==> src/rtl/seg7_pkg.sv <==
// Shared constants and types for the seven-segment scan driver.
// Segment patterns are active-low and ordered {g,f,e,d,c,b,a}.
package seg7_pkg;

  localparam int NUM_DIGITS = 4;

  localparam logic [6:0] SEG_BLANK = 7'h7F;
  localparam logic [6:0] SEG_DASH  = 7'h3F;

  // Digit glyphs 0-9 for a common-anode display.
  localparam logic [6:0] SEG_0 = 7'h40;
  localparam logic [6:0] SEG_1 = 7'h79;
  localparam logic [6:0] SEG_2 = 7'h24;
  localparam logic [6:0] SEG_3 = 7'h30;
  localparam logic [6:0] SEG_4 = 7'h19;
  localparam logic [6:0] SEG_5 = 7'h12;
  localparam logic [6:0] SEG_6 = 7'h02;
  localparam logic [6:0] SEG_7 = 7'h78;
  localparam logic [6:0] SEG_8 = 7'h00;
  localparam logic [6:0] SEG_9 = 7'h10;

  // 16-entry pattern table indexed by the 4-bit code; codes 10-15 show a dash.
  localparam logic [15:0][6:0] SEG_TABLE = {
    SEG_DASH, SEG_DASH, SEG_DASH, SEG_DASH, SEG_DASH, SEG_DASH,
    SEG_9, SEG_8, SEG_7, SEG_6, SEG_5,
    SEG_4, SEG_3, SEG_2, SEG_1, SEG_0
  };

  typedef logic [1:0] digit_idx_t;

  // Everything that leaves the block toward the display pins in one bundle.
  typedef struct packed {
    logic [NUM_DIGITS-1:0] an;
    logic [6:0]            seg;
    logic                  dp;
  } pin_drive_t;

  localparam pin_drive_t DRIVE_OFF = '{an: '1, seg: SEG_BLANK, dp: 1'b1};

  // Active-low one-hot anode select for a digit index.
  function automatic logic [NUM_DIGITS-1:0] digit_anode(input digit_idx_t i);
    return ~(4'b0001 << i);
  endfunction

endpackage

==> src/rtl/seg7_scan_driver_bcd_to_seg7.sv <==
// Combinational 4-bit code to active-low seven-segment decoder with blanking.
module bcd_to_seg7
  import seg7_pkg::*;
(
  input  logic [3:0] digit,
  input  logic       blank,
  output logic [6:0] seg
);

  // Blank overrides the glyph; otherwise look up the pattern table.
  always_comb begin
    seg = SEG_TABLE[digit];
    if (blank) seg = SEG_BLANK;
  end

endmodule

==> src/rtl/seg7_scan_driver.sv <==
// Four-digit multiplexed seven-segment driver. Captures the digits and the
// decimal-point mask once per frame, then scans one digit per slot with a
// dark guard interval at the start of each slot to avoid ghosting.
module seg7_scan_driver
  import seg7_pkg::*;
#(
  parameter int REFRESH_DIV = 100000,
  parameter int GUARD       = 16
) (
  input  logic        clock,
  input  logic        reset,
  input  logic [15:0] bcd,
  input  logic [3:0]  dp_mask,
  input  logic        blank_lead,
  input  logic        display_en,
  output logic [3:0]  an,
  output logic [6:0]  seg,
  output logic        dp,
  output logic        frame_tick
);

  localparam int PW = $clog2(REFRESH_DIV);
  localparam logic [PW-1:0] PRE_LAST  = PW'(REFRESH_DIV - 1);
  localparam logic [PW-1:0] GUARD_CNT = PW'(GUARD);

  logic [PW-1:0] pre;
  digit_idx_t    idx;
  logic [15:0]   sh_bcd;
  logic [3:0]    sh_dp;

  logic          slot_end;
  logic          frame_end;
  logic          lit;
  logic [3:0]    lead_zero;
  logic [3:0]    blank_mask;
  logic [3:0]    sel_digit;
  logic          sel_blank;
  logic [6:0]    dec_seg;
  pin_drive_t    drive_next;

  assign slot_end  = (pre == PRE_LAST);
  assign frame_end = slot_end && (idx == 2'd3);

  // Slot prescaler: counts through one digit slot and wraps.
  always_ff @(posedge clock) begin
    if (reset)         pre <= '0;
    else if (slot_end) pre <= '0;
    else               pre <= pre + 1'b1;
  end

  // Scan index: moves to the next digit at the end of every slot.
  always_ff @(posedge clock) begin
    if (reset)         idx <= '0;
    else if (slot_end) idx <= idx + 1'b1;
  end

  // Frame shadow: a single capture per frame keeps the display tear-free.
  always_ff @(posedge clock) begin
    if (reset) begin
      sh_bcd <= '0;
      sh_dp  <= '0;
    end else if (frame_end) begin
      sh_bcd <= bcd;
      sh_dp  <= dp_mask;
    end
  end

  // Leading-zero mask: a digit is blank when it and every digit left of it is
  // zero. The rightmost digit always shows so zero reads as "0".
  always_comb begin
    lead_zero[3] = (sh_bcd[15:12] == 4'd0);
    lead_zero[2] = lead_zero[3] && (sh_bcd[11:8] == 4'd0);
    lead_zero[1] = lead_zero[2] && (sh_bcd[7:4] == 4'd0);
    lead_zero[0] = 1'b0;
    blank_mask   = blank_lead ? lead_zero : 4'b0000;
  end

  assign sel_digit = sh_bcd[{idx, 2'b00} +: 4];
  assign sel_blank = blank_mask[idx];

  bcd_to_seg7 u_dec (
    .digit (sel_digit),
    .blank (sel_blank),
    .seg   (dec_seg)
  );

  // Drive for the next cycle: dark during the guard window or when disabled.
  always_comb begin
    lit        = display_en && (pre >= GUARD_CNT);
    drive_next = DRIVE_OFF;
    if (lit) begin
      drive_next.an  = digit_anode(idx);
      drive_next.seg = dec_seg;
      drive_next.dp  = ~sh_dp[idx];
    end
  end

  // Registered pin drive and frame pulse.
  always_ff @(posedge clock) begin
    if (reset) begin
      an         <= DRIVE_OFF.an;
      seg        <= DRIVE_OFF.seg;
      dp         <= DRIVE_OFF.dp;
      frame_tick <= 1'b0;
    end else begin
      an         <= drive_next.an;
      seg        <= drive_next.seg;
      dp         <= drive_next.dp;
      frame_tick <= frame_end;
    end
  end

endmodule

==> config.mk <==
export PLATFORM = sky130hd
export DESIGN_NAME = seg7_scan_driver
export DESIGN_NICKNAME = d
export VERILOG_FILES = /design/src/rtl/seg7_pkg.sv /design/src/rtl/seg7_scan_driver_bcd_to_seg7.sv /design/src/rtl/seg7_scan_driver.sv
export SDC_FILE = /design/constraint.sdc
export NUM_CORES = 1
export LEC_CHECK = 0
export CAP_MARGIN = 30
export CORE_ASPECT_RATIO = 1.5
export CORE_MARGIN = 3
export CORE_UTILIZATION = 58
export DETAILED_ROUTE_END_ITERATION = 8
export PLACE_DENSITY = 0.85
export SYNTH_ARGS = -nofsm -noshare
export SYNTH_HDL_FRONTEND = slang
export SYNTH_SLANG_ARGS = --single-unit
export TNS_END_PERCENT = 5
==> constraint.sdc <==
create_clock -name clock -period 3.9 [get_ports clock]
set_input_delay 0.585 -clock clock [delete_from_list [all_inputs] [get_ports clock]]
set_output_delay 0.585 -clock clock [all_outputs]
set_load 0.01 [all_outputs]
Figure 1. Supply network.
Scale bar: 20 um. Pins as bars on the die edge.
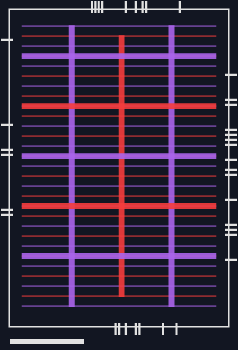
[purple] VSS
[red] VDD
signal pins: 37
met1 rails: 29
rows: 28
Chip Width: 59.3 um
Max VDD drop: 386 uV
CORE AREA: 4030 um2
Die H: 86.0 um

Figure 2. Cell classes on the final placement.
Fill, decap, tap and diode cells in grey.
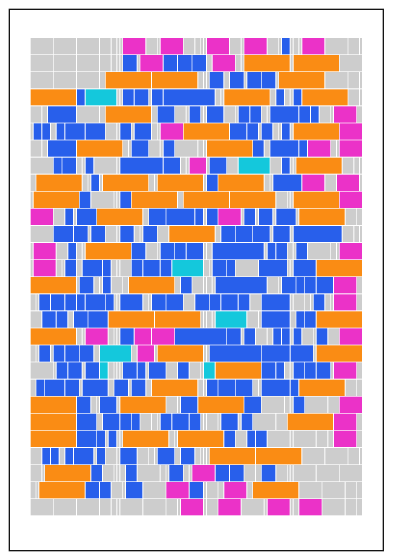
[magenta] other buffers and delay cells | cells: 39 | share of their area: 13%
[blue] combinational and other logic | cells: 198 | share of their area: 47%
[cyan] clock drivers and dummy loads | cells: 7 | share of their area: 2.7%
[orange] flops | cells: 52 | share of their area: 37%
sequential share of cell area: 36.0%
Core Rows: 28
final core occ: 71.8%
Final Instance Area: 2890 um2

Figure 3. Clock wires, drivers and flops.
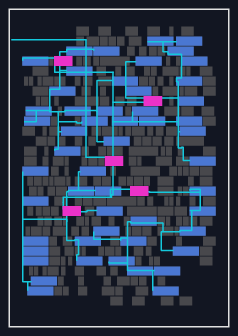
[cyan] clock wires | length: 557 um
[blue] flip-flops | count: 52
[magenta] clock drivers | count: 5
flops lie: widely spread
routed clock nets: 6

==> run summary <==
Multi-input gate area: 1290 um2
DRT iter0 DRCs: 105
Cell Type Count: 37
crit-path max FO: 24
vias in the first global route: 2128
RSZ-0062 raised after global routing: no
wirelength, routed: 5610 um
Post-DP HPWL: 3990 um
largest net degree at the start of global routing: 27
worst setup margin: 1.66 ns
total track usage: 23.7%
synthesized cell area: 2470 um2
reg2reg setup slack: 1.66 ns
TritonCTS Buffers: 5
post-CTS repair timing setup buffer count: 0
CTS tree: done
Die Size: 5100 um2
most crowded layer after global routing: met2
Top non-seq family: simple AND/OR/NAND/NOR gates
ys cells: 273
# clock sinks: 52
Avg Inst Size Synth: 9.06 um2
clk_lat worst skew: 0.30 ns
Placer Congestion: 0.885
Final setup viols: 0
dpl ws: 1.47 ns
met3 usage: 5.12%
hold buffers post-CTS: 0
slowest library cell on the worst path: or3_1
Worst Path Required: 4.08 ns
Slew @ Worst Pin: 0.974 ns
Buf/Inv on CP: 0
fin crit period: 2.24 ns
met2 WL: 3070 um
sequential cell area fraction in the yosys report: 42.1%
max FFs per register: 17
CP endpoint kind: flip-flop
Pre-Place Util: 61.4%
GR Util met2: 43.3%
wl on met1: 2180 um
YS chip area: 2470 um2
top cells, area: dfxtp_1 (42%), nand4_1 (7.1%), o31ai_1 (6.7%)
number of diodes: 0
drt first pass iters: 5
Placed Instance Area: 2820 um2
routed vias/inst: 6.31
WS Path Type: flip-flop to flip-flop
Tot Pwr: 0.862 mW
ANT nets after route: 0
achievable frequency: 0.446 GHz
worst min path class: flip-flop to flip-flop
Net Count, Synth: 308
area grow syn2layout: 16.9%
fin cells: 341
most area-hungry cell type in the Yosys netlist: dfxtp_1
DRC errors left: 0
initial antenna violation count: 0
M1 GR Usage: 25.3%
register area: 1040 um2
Top cell area share: 42.1%
launch point of the critical path: pre[0]
mux frac, synth: 4.55%
Top-Level Pins: 37
and+or+nand+nor area frac: 20.6%
NumNets Final: 331
Yosys reg bits: 52
Biggest register: pre
Port Buffers: 36
CTS Root Cell: clkbuf_8
leakage: 0.970 nW
H-tree depth: 2
crit-path cells: ha_1, nand4_1, or3_1, o21bai_4, nor2_1
wire per inst: 16.4 um
outcome: completed
post-synthesis cell count: 273
Worst slew margin: 35.1%
skew final: 0.00669 ns
via count: 2151
reg2reg start: pre[0]
PD cells: 298 nW/um2
# resized after CTS: 0
share of cells above drive strength 1: 6.76%
GRT Residual Overflow: 0
Max Cap Viol: 0
Fill cells: 322
maximum root-to-sink buffer count: 2
yosys warns: 0
Hold Crit Start: pre[0]
CP max stage delay: 0.74 ns
CP startpoint kind: flip-flop
Top Registers: pre (17), sh_bcd (16), seg (7)
Clock Pin Slew Worst Setup and Hold Paths: 0.09 ns
Placed Cells: 334
max-slew violation count: 0
met3 WL: 238 um
Final Hold Viols: 0
CP delay by family, top: simple AND/OR/NAND/NOR gates
Log Warnings: 35
Setup TNS Final: 0 ns
first-pass GRT wire length: 9320 um
Post-Synth Adder-Cell Area: 5.56%
WHS: 0.464 ns
uppermost layer routed: met4
yosys aoi share: 18.1%
ratio of final minimum period to clock period: 57.5%
Synth Area in XOR/XNOR: 3.54%
critical path arrival: 2.42 ns
==> layout make-up <==
type	instances	share of cell area [%]
Clock buffer	6	2.51
Clock inverter	1	0.173
Inverter	11	1.43
Multi-Input combinational cell	187	44.7
Sequential cell	52	36.0
Tap cell	45	1.95
Timing Repair Buffer	39	13.2
==> placed cells by master, fill, tap and decap left out, types with 2 or more instances in the layout <==
cell type / netlist / routed
a21oi_1: 30 / 30
and3_1: 3 / 3
buf_4: 1 / 3
clkbuf_8: 0 / 5
clkdlybuf4s50_1: 0 / 36
dfxtp_1: 52 / 52
ha_1: 11 / 11
inv_1: 11 / 11
mux4_2: 5 / 5
nand2_1: 13 / 13
nand3_1: 12 / 12
nand4_1: 28 / 28
nor2_1: 16 / 16
nor4_1: 3 / 3
o211ai_1: 2 / 2
o21ai_0: 5 / 5
o21ai_1: 3 / 3
o31ai_1: 22 / 22
or3_1: 7 / 7
or4_1: 3 / 3
xor2_1: 9 / 9
==> power by group <==
part | total, mW | switching (mW) | internal, mW
Sequential | 0.535 | 0.00249 | 0.533
Clock | 0.288 | 0.165 | 0.122
Combinational | 0.0385 | 0.0139 | 0.0246
==> cell usage after synthesis, drive strengths merged <==
master	instances
a21o	1
a21oi	30
a32o	1
and2	1
and3	3
and4	1
buf	9
clkbuf	14
dfxtp	52
ha	11
inv	11
mux4	5
nand2	13
nand2b	1
nand3	12
nand4	28
nor2	16
nor2b	1
nor3	1
nor4	3
o211ai	2
o21ai	8
o21ba	1
o21bai	1
o311a	1
o31a	1
o31ai	22
or2	2
or3	7
or4	4
xnor2	1
xor2	9
==> path summary, 6_finish.rpt <==
check,endpoint,cells after the start
max,pre[8],5
min,pre[0],1
max reg2reg,pre[8],5
min reg2reg,pre[0],1
No activity file was given, so power comes from the tool's default toggle rates.
